<file path="config.mk">
export PLATFORM = sky130hd
export DESIGN_NAME = pipeline_hazard_ctrl_flat
export DESIGN_NICKNAME = d
export VERILOG_FILES = /design/src/rtl/pipeline_hazard_ctrl_if.sv /design/src/rtl/pipeline_hazard_ctrl.sv /design/src/flat_wrapper.sv
export SDC_FILE = /design/constraint.sdc
export NUM_CORES = 1
export LEC_CHECK = 0
export ABC_AREA = 1
export CAP_MARGIN = 40
export CORE_MARGIN = 2
export CORE_UTILIZATION = 50
export CTS_CLUSTER_DIAMETER = 150
export DETAILED_ROUTE_END_ITERATION = 8
export PLACE_DENSITY = 0.94
export SYNTH_ARGS = -nofsm -noshare
export SYNTH_HDL_FRONTEND = slang
export SYNTH_SLANG_ARGS = --single-unit
</file>
<file path="constraint.sdc">
create_clock -name clk -period 4.5 [get_ports clk]
set_input_delay 0.9 -clock clk [delete_from_list [all_inputs] [get_ports clk]]
set_output_delay 0.9 -clock clk [all_outputs]
set_load 0.005 [all_outputs]
</file>
<file path="src/rtl/pipeline_hazard_ctrl_if.sv">
// rtl/pipeline_hazard_ctrl_if.sv - pipeline state in, stall/bubble controls out for the hazard unit
interface pipeline_hazard_ctrl_if #(
  parameter int REG_W = 4
);
  logic [3:0]       D_icode;
  logic [3:0]       E_icode;
  logic [3:0]       M_icode;
  logic [REG_W-1:0] d_srcA;
  logic [REG_W-1:0] d_srcB;
  logic [REG_W-1:0] E_dstM;
  logic             e_Cnd;
  logic [3:0]       m_stat;
  logic [3:0]       W_stat;

  logic             F_stall;
  logic             D_stall;
  logic             E_stall;
  logic             M_stall;
  logic             W_stall;
  logic             D_bubble;
  logic             E_bubble;
  logic             M_bubble;
  logic             W_bubble;

  // Pipeline side: presents stage state, consumes controls
  modport master (
    output D_icode, E_icode, M_icode, d_srcA, d_srcB, E_dstM, e_Cnd, m_stat, W_stat,
    input  F_stall, D_stall, E_stall, M_stall, W_stall,
    input  D_bubble, E_bubble, M_bubble, W_bubble
  );

  // Hazard unit side
  modport slave (
    input  D_icode, E_icode, M_icode, d_srcA, d_srcB, E_dstM, e_Cnd, m_stat, W_stat,
    output F_stall, D_stall, E_stall, M_stall, W_stall,
    output D_bubble, E_bubble, M_bubble, W_bubble
  );
endinterface

</file>
<file path="src/rtl/pipeline_hazard_ctrl.sv">
// rtl/pipeline_hazard_ctrl.sv - Y86 five-stage hazard/control unit with memory wait FSM and perf counters
module pipeline_hazard_ctrl #(
  parameter int REG_W   = 4,
  parameter int MEM_LAT = 1,
  parameter int CNT_W   = 16
) (
  input  logic             clk,
  input  logic             rst,
  pipeline_hazard_ctrl_if.slave hz,
  output logic             halted,
  output logic [CNT_W-1:0] perf_loaduse,
  output logic [CNT_W-1:0] perf_ret,
  output logic [CNT_W-1:0] perf_mispred,
  output logic [CNT_W-1:0] perf_memwait
);

  localparam logic [REG_W-1:0] RNONE     = '1;
  localparam bit               LONG_MEM  = (MEM_LAT > 1);
  localparam logic [4:0]       WCNT_INIT = (MEM_LAT > 1) ? 5'(MEM_LAT - 2) : 5'd0;

  typedef enum logic [1:0] {
    ST_RUN  = 2'd0,
    ST_WAIT = 2'd1,
    ST_HALT = 2'd2
  } state_t;

  state_t           r_state;
  state_t           w_state_nxt;
  logic [4:0]       r_wcnt;
  logic [4:0]       w_wcnt_nxt;
  logic [CNT_W-1:0] r_cnt_lu;
  logic [CNT_W-1:0] r_cnt_ret;
  logic [CNT_W-1:0] r_cnt_mp;
  logic [CNT_W-1:0] r_cnt_mw;

  logic w_lu;
  logic w_ret;
  logic w_mp;
  logic w_exc_m;
  logic w_exc_w;
  logic w_exc_any;
  logic w_memop;
  logic w_mw;
  logic w_mw_eff;
  logic w_active;
  logic w_ev_lu;
  logic w_ev_ret;
  logic w_ev_mp;
  logic w_ev_mw;

  logic w_f_stall;
  logic w_d_stall;
  logic w_e_stall;
  logic w_m_stall;
  logic w_w_stall;
  logic w_d_bubble;
  logic w_e_bubble;
  logic w_m_bubble;
  logic w_w_bubble;

  function automatic logic is_exc(input logic [3:0] s);
    return (s == 4'd2) || (s == 4'd3) || (s == 4'd4);
  endfunction

  function automatic logic [CNT_W-1:0] sat_inc(input logic [CNT_W-1:0] v, input logic en);
    return (en && (v != '1)) ? v + CNT_W'(1) : v;
  endfunction

  // Hazard terms; RNONE in E_dstM never matches so absent operands cannot cause load/use
  always_comb begin
    w_lu      = (hz.E_icode inside {4'h5, 4'hB}) && (hz.E_dstM != RNONE) &&
                ((hz.E_dstM == hz.d_srcA) || (hz.E_dstM == hz.d_srcB));
    w_ret     = (hz.D_icode == 4'h9) || (hz.E_icode == 4'h9) || (hz.M_icode == 4'h9);
    w_mp      = (hz.E_icode == 4'h7) && !hz.e_Cnd;
    w_exc_m   = is_exc(hz.m_stat);
    w_exc_w   = is_exc(hz.W_stat);
    w_exc_any = w_exc_m || w_exc_w;
    w_memop   = (hz.M_icode inside {4'h4, 4'h5, 4'h8, 4'h9, 4'hA, 4'hB}) && !w_exc_m;
    w_mw      = ((r_state == ST_RUN) && w_memop && LONG_MEM) ||
                ((r_state == ST_WAIT) && (r_wcnt != 5'd0));
    // An excepting instruction outranks the wait, so the freeze only applies without one
    w_mw_eff  = w_mw && !w_exc_any;
    w_active  = !rst && (r_state != ST_HALT);
  end

  // Next-state logic for the RUN/WAIT/HALT machine and the wait down-counter
  always_comb begin
    w_state_nxt = r_state;
    w_wcnt_nxt  = r_wcnt;
    case (r_state)
      ST_RUN: begin
        if (w_exc_w) begin
          w_state_nxt = ST_HALT;
        end else if (w_memop && LONG_MEM) begin
          w_state_nxt = ST_WAIT;
          w_wcnt_nxt  = WCNT_INIT;
        end
      end
      ST_WAIT: begin
        if (w_exc_w) begin
          w_state_nxt = ST_HALT;
        end else if (r_wcnt != 5'd0) begin
          w_wcnt_nxt = r_wcnt - 5'd1;
        end else begin
          w_state_nxt = ST_RUN;
        end
      end
      ST_HALT: begin
        w_state_nxt = ST_HALT;
      end
      default: begin
        w_state_nxt = ST_RUN;
        w_wcnt_nxt  = 5'd0;
      end
    endcase
  end

  // State register; reset also aborts any wait or halt
  always_ff @(posedge clk) begin
    if (rst) begin
      r_state <= ST_RUN;
      r_wcnt  <= 5'd0;
    end else begin
      r_state <= w_state_nxt;
      r_wcnt  <= w_wcnt_nxt;
    end
  end

  // Stall/bubble generation in priority order: reset flush, halt, exception, memory wait, normal
  always_comb begin
    w_f_stall  = 1'b0;
    w_d_stall  = 1'b0;
    w_e_stall  = 1'b0;
    w_m_stall  = 1'b0;
    w_w_stall  = 1'b0;
    w_d_bubble = 1'b0;
    w_e_bubble = 1'b0;
    w_m_bubble = 1'b0;
    w_w_bubble = 1'b0;
    if (rst) begin
      w_d_bubble = 1'b1;
      w_e_bubble = 1'b1;
      w_m_bubble = 1'b1;
      w_w_bubble = 1'b1;
    end else if (r_state == ST_HALT) begin
      w_f_stall = 1'b1;
      w_d_stall = 1'b1;
      w_e_stall = 1'b1;
      w_m_stall = 1'b1;
      w_w_stall = 1'b1;
    end else if (w_mw_eff) begin
      // E is frozen, so a mispredict or load/use seen there is acted on after the wait
      w_f_stall  = 1'b1;
      w_d_stall  = 1'b1;
      w_e_stall  = 1'b1;
      w_m_stall  = 1'b1;
      w_w_bubble = 1'b1;
    end else begin
      w_f_stall  = w_lu || w_ret;
      w_d_stall  = w_lu;
      w_d_bubble = w_mp || (w_ret && !w_lu);
      w_e_bubble = w_mp || w_lu;
      if (w_exc_any) begin
        w_m_bubble = 1'b1;
        w_w_stall  = w_exc_w;
      end
    end
  end

  // Counter events mirror the control that was actually asserted for each cause
  always_comb begin
    w_ev_lu  = w_active && !w_mw_eff && w_lu;
    w_ev_ret = w_active && !w_mw_eff && w_ret && !w_lu;
    w_ev_mp  = w_active && !w_mw_eff && w_mp;
    w_ev_mw  = w_active && w_mw_eff;
  end

  // Saturating performance counters
  always_ff @(posedge clk) begin
    if (rst) begin
      r_cnt_lu  <= '0;
      r_cnt_ret <= '0;
      r_cnt_mp  <= '0;
      r_cnt_mw  <= '0;
    end else begin
      r_cnt_lu  <= sat_inc(r_cnt_lu, w_ev_lu);
      r_cnt_ret <= sat_inc(r_cnt_ret, w_ev_ret);
      r_cnt_mp  <= sat_inc(r_cnt_mp, w_ev_mp);
      r_cnt_mw  <= sat_inc(r_cnt_mw, w_ev_mw);
    end
  end

  assign hz.F_stall  = w_f_stall;
  assign hz.D_stall  = w_d_stall;
  assign hz.E_stall  = w_e_stall;
  assign hz.M_stall  = w_m_stall;
  assign hz.W_stall  = w_w_stall;
  assign hz.D_bubble = w_d_bubble;
  assign hz.E_bubble = w_e_bubble;
  assign hz.M_bubble = w_m_bubble;
  assign hz.W_bubble = w_w_bubble;

  assign halted       = (r_state == ST_HALT) && !rst;
  assign perf_loaduse = r_cnt_lu;
  assign perf_ret     = r_cnt_ret;
  assign perf_mispred = r_cnt_mp;
  assign perf_memwait = r_cnt_mw;

endmodule
</file>
<file path="src/flat_wrapper.sv">
// flat-port wrapper written by rule: the top's interface ports become plain ports
module pipeline_hazard_ctrl_flat 
#(
  parameter int REG_W   = 4,
  parameter int MEM_LAT = 1,
  parameter int CNT_W   = 16
)
  (clk, rst, halted, perf_loaduse, perf_ret, perf_mispred, perf_memwait, hz_D_icode, hz_E_icode, hz_M_icode, hz_d_srcA, hz_d_srcB, hz_E_dstM, hz_e_Cnd, hz_m_stat, hz_W_stat, hz_F_stall, hz_D_stall, hz_E_stall, hz_M_stall, hz_W_stall, hz_D_bubble, hz_E_bubble, hz_M_bubble, hz_W_bubble);
  pipeline_hazard_ctrl_if #(.REG_W(REG_W)) hz_i ();
  input  logic clk;
  input  logic rst;
  output logic halted;
  output logic [CNT_W-1:0] perf_loaduse;
  output logic [CNT_W-1:0] perf_ret;
  output logic [CNT_W-1:0] perf_mispred;
  output logic [CNT_W-1:0] perf_memwait;
  input wire logic [$bits(hz_i.D_icode)-1:0] hz_D_icode;
  input wire logic [$bits(hz_i.E_icode)-1:0] hz_E_icode;
  input wire logic [$bits(hz_i.M_icode)-1:0] hz_M_icode;
  input wire logic [$bits(hz_i.d_srcA)-1:0] hz_d_srcA;
  input wire logic [$bits(hz_i.d_srcB)-1:0] hz_d_srcB;
  input wire logic [$bits(hz_i.E_dstM)-1:0] hz_E_dstM;
  input wire logic [$bits(hz_i.e_Cnd)-1:0] hz_e_Cnd;
  input wire logic [$bits(hz_i.m_stat)-1:0] hz_m_stat;
  input wire logic [$bits(hz_i.W_stat)-1:0] hz_W_stat;
  output wire logic [$bits(hz_i.F_stall)-1:0] hz_F_stall;
  output wire logic [$bits(hz_i.D_stall)-1:0] hz_D_stall;
  output wire logic [$bits(hz_i.E_stall)-1:0] hz_E_stall;
  output wire logic [$bits(hz_i.M_stall)-1:0] hz_M_stall;
  output wire logic [$bits(hz_i.W_stall)-1:0] hz_W_stall;
  output wire logic [$bits(hz_i.D_bubble)-1:0] hz_D_bubble;
  output wire logic [$bits(hz_i.E_bubble)-1:0] hz_E_bubble;
  output wire logic [$bits(hz_i.M_bubble)-1:0] hz_M_bubble;
  output wire logic [$bits(hz_i.W_bubble)-1:0] hz_W_bubble;
  assign hz_i.D_icode = hz_D_icode;
  assign hz_i.E_icode = hz_E_icode;
  assign hz_i.M_icode = hz_M_icode;
  assign hz_i.d_srcA = hz_d_srcA;
  assign hz_i.d_srcB = hz_d_srcB;
  assign hz_i.E_dstM = hz_E_dstM;
  assign hz_i.e_Cnd = hz_e_Cnd;
  assign hz_i.m_stat = hz_m_stat;
  assign hz_i.W_stat = hz_W_stat;
  assign hz_F_stall = hz_i.F_stall;
  assign hz_D_stall = hz_i.D_stall;
  assign hz_E_stall = hz_i.E_stall;
  assign hz_M_stall = hz_i.M_stall;
  assign hz_W_stall = hz_i.W_stall;
  assign hz_D_bubble = hz_i.D_bubble;
  assign hz_E_bubble = hz_i.E_bubble;
  assign hz_M_bubble = hz_i.M_bubble;
  assign hz_W_bubble = hz_i.W_bubble;
  pipeline_hazard_ctrl #(.REG_W(REG_W), .MEM_LAT(MEM_LAT), .CNT_W(CNT_W)) u_core (.clk(clk), .rst(rst), .hz(hz_i), .halted(halted), .perf_loaduse(perf_loaduse), .perf_ret(perf_ret), .perf_mispred(perf_mispred), .perf_memwait(perf_memwait));
endmodule
</file>
Figure 1. Cell outlines without signal wires.
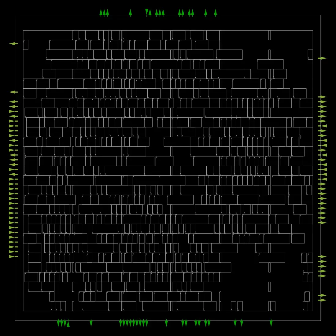
final cell count without fillers: 692
placement row count: 29
Core Util, Final: 0.676

Figure 2. Cell classes on the final placement.
(3 px per um)
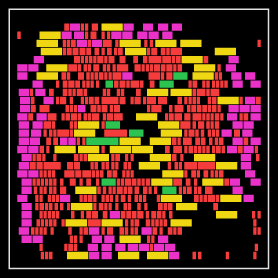
legend:
  yellow:
    class: registers
    cells: 49
  green:
    class: clock drivers and dummy loads
    cells: 8
  magenta:
    class: remaining buffers and delay cells
    cells: 95
  red:
    class: remaining logic cells
    cells: 463

Figure 3. The metal 3 layer.
(4 px per um)
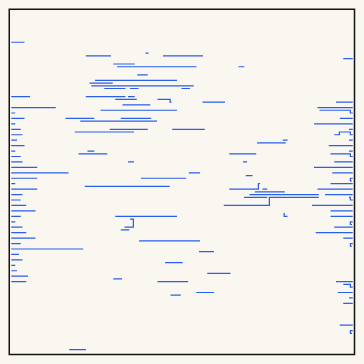
nets with wire on the layer: 114
longest straight run: 25.3 um
wire length on this layer: 698 um
main direction: horizontal

==> datasheet_impl.txt <==
Physical implementation characteristics

Parameter                              Value

Floorplanning
  Chip height    roughly 86 um

Final layout
  Leading cell type in the layout, fill and taps excluded    sky130_fd_sc_hd__nand2_1

Drt
  Number of violations reported at the end of detailed-routing iteration 0    268
  DRC violations left    0
  Per-cell via count in the routed design    5.41

Timing
  Final tally of setup violations    0
  Minimum hold slack    513 ps
  Share of the clock period used by the worst path after layout    0.820
  Final sum of negative setup slack    0 ps

Synthesis
  Post-Synthesis Cell Area    3360 um2
  Async set or reset register ratio after synthesis    0
  Post-synthesis sequential area ratio    0.292

Hold path
  Worst hold path type    register to register

Power
  Part of the total power dissipated in the clock network    0.383
  Power consumed by combinational cells    0.107 mW
  Internal power consumption    approximately 0.67 mW
  Power in sequential cells    0.437 mW
  Power density over the cells    203 nW/um2

Critical path
  Required time worst endpoint    roughly 3600 ps
  CP most frequent cell    sky130_fd_sc_hd__nand2_1
  Critical path class    input port to output port

Clocking
  Number of gates resized after CTS    0
  H-tree depth reported by CTS    2
  Clk sink count    a little under 50
  Post CTS Setup Buffer Count    0

Outcome
  Outcome    finished, final reports clean

Placement
  Post-DP HPWL    6520 um
Figure 4. Wiring by layer.
(4 px per um) Only two layers are drawn.
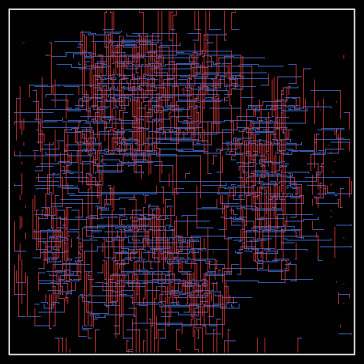
legend:
  blue:
    layer: M1
    wire_length: 3620 um
  red:
    layer: M2
    wire_length: 4220 um
number of vias in the routed layout: 3741
WL per Instance: 12.5 um
global-route usage over all layers: 0.236
total detailed-routing wirelength: 8680 um

Figure 5. Cell density map.
(4 px per um) 9 x 9 tiles, from black (low) to pale yellow (high), 0 to 100% covered.
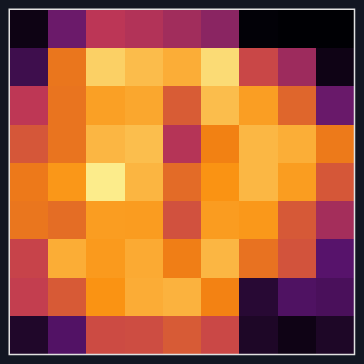
emptiest ninth of the die: south-east
fullest tile: 96%
nearly empty tiles: 3.7%
mean over tiles: 57%
tiles over 75% full: 36%
Core Area: 6420 um2
starting utilization of the core area: 0.523

routing by layer:
| layer | vias up | share of wire | global-route usage |
|---|---|---|---|
| li1 | 1849 | - | - |
| met1 | 1694 | 0.42 | 0.285 |
| met2 | 182 | 0.49 | 0.419 |
| met3 | 16 | 0.080 | 0.0279 |
| met4 | 0 | 0.017 | 0.105 |
| met5 | - | 0 | 0 |
worst max-delay path by stage:
stage,startpoint,end,slack [ps],cells after the start
after global placement,rst,hz_E_bubble,870,5
after detailed placement,hz_E_dstM[3],hz_F_stall,820,11
after floorplan,hz_E_icode[2],hz_F_stall,1750,8
final,hz_E_dstM[3],hz_F_stall,810,11
after CTS,hz_E_dstM[3],hz_F_stall,800,11
after global routing,hz_E_icode[0],hz_F_stall,630,9
cell type report:
type                            instances  area share
Clock buffer                            6      0.0190
Multi-Input combinational cell        409       0.459
Clock inverter                          2     0.00865
Sequential cell                        49       0.226
Tap cell                               77      0.0222
Inverter                               54      0.0479
Timing Repair Buffer                   95       0.217
metrics by stage:
step | total power [mW] | area (um2) | instances | util | worst slack [ps]
3_5_place_dp | 0.553 | 4220 | 684 | 0.657 | 816
2_1_floorplan | 0.508 | 3410 | 544 | - | 1750
6_report | 0.881 | 4340 | 692 | 0.676 | 809
5_1_grt | 0.914 | 4340 | 692 | 0.676 | 629
4_1_cts | 0.885 | 4340 | 692 | 0.676 | 795
3_3_place_gp | 0.550 | 4220 | 684 | 0.657 | 866
kinds of logic (layout without fill, tap and decap cells):
kind of cell | Yosys count | in the layout | share of synthesized area
adders and majority gates | 3 | 3 | 0.0112
and+or+nand+nor | 321 | 321 | 0.439
DFF | 49 | 49 | 0.292
xor gates and xnor gates | 14 | 14 | 0.0365
buffers and inverters | 86 | 157 | 0.131
other | 1 | 16 | 0.00112
AOI/OAI and AO/OA | 55 | 55 | 0.0887
Power and IR drop assume default switching activity.
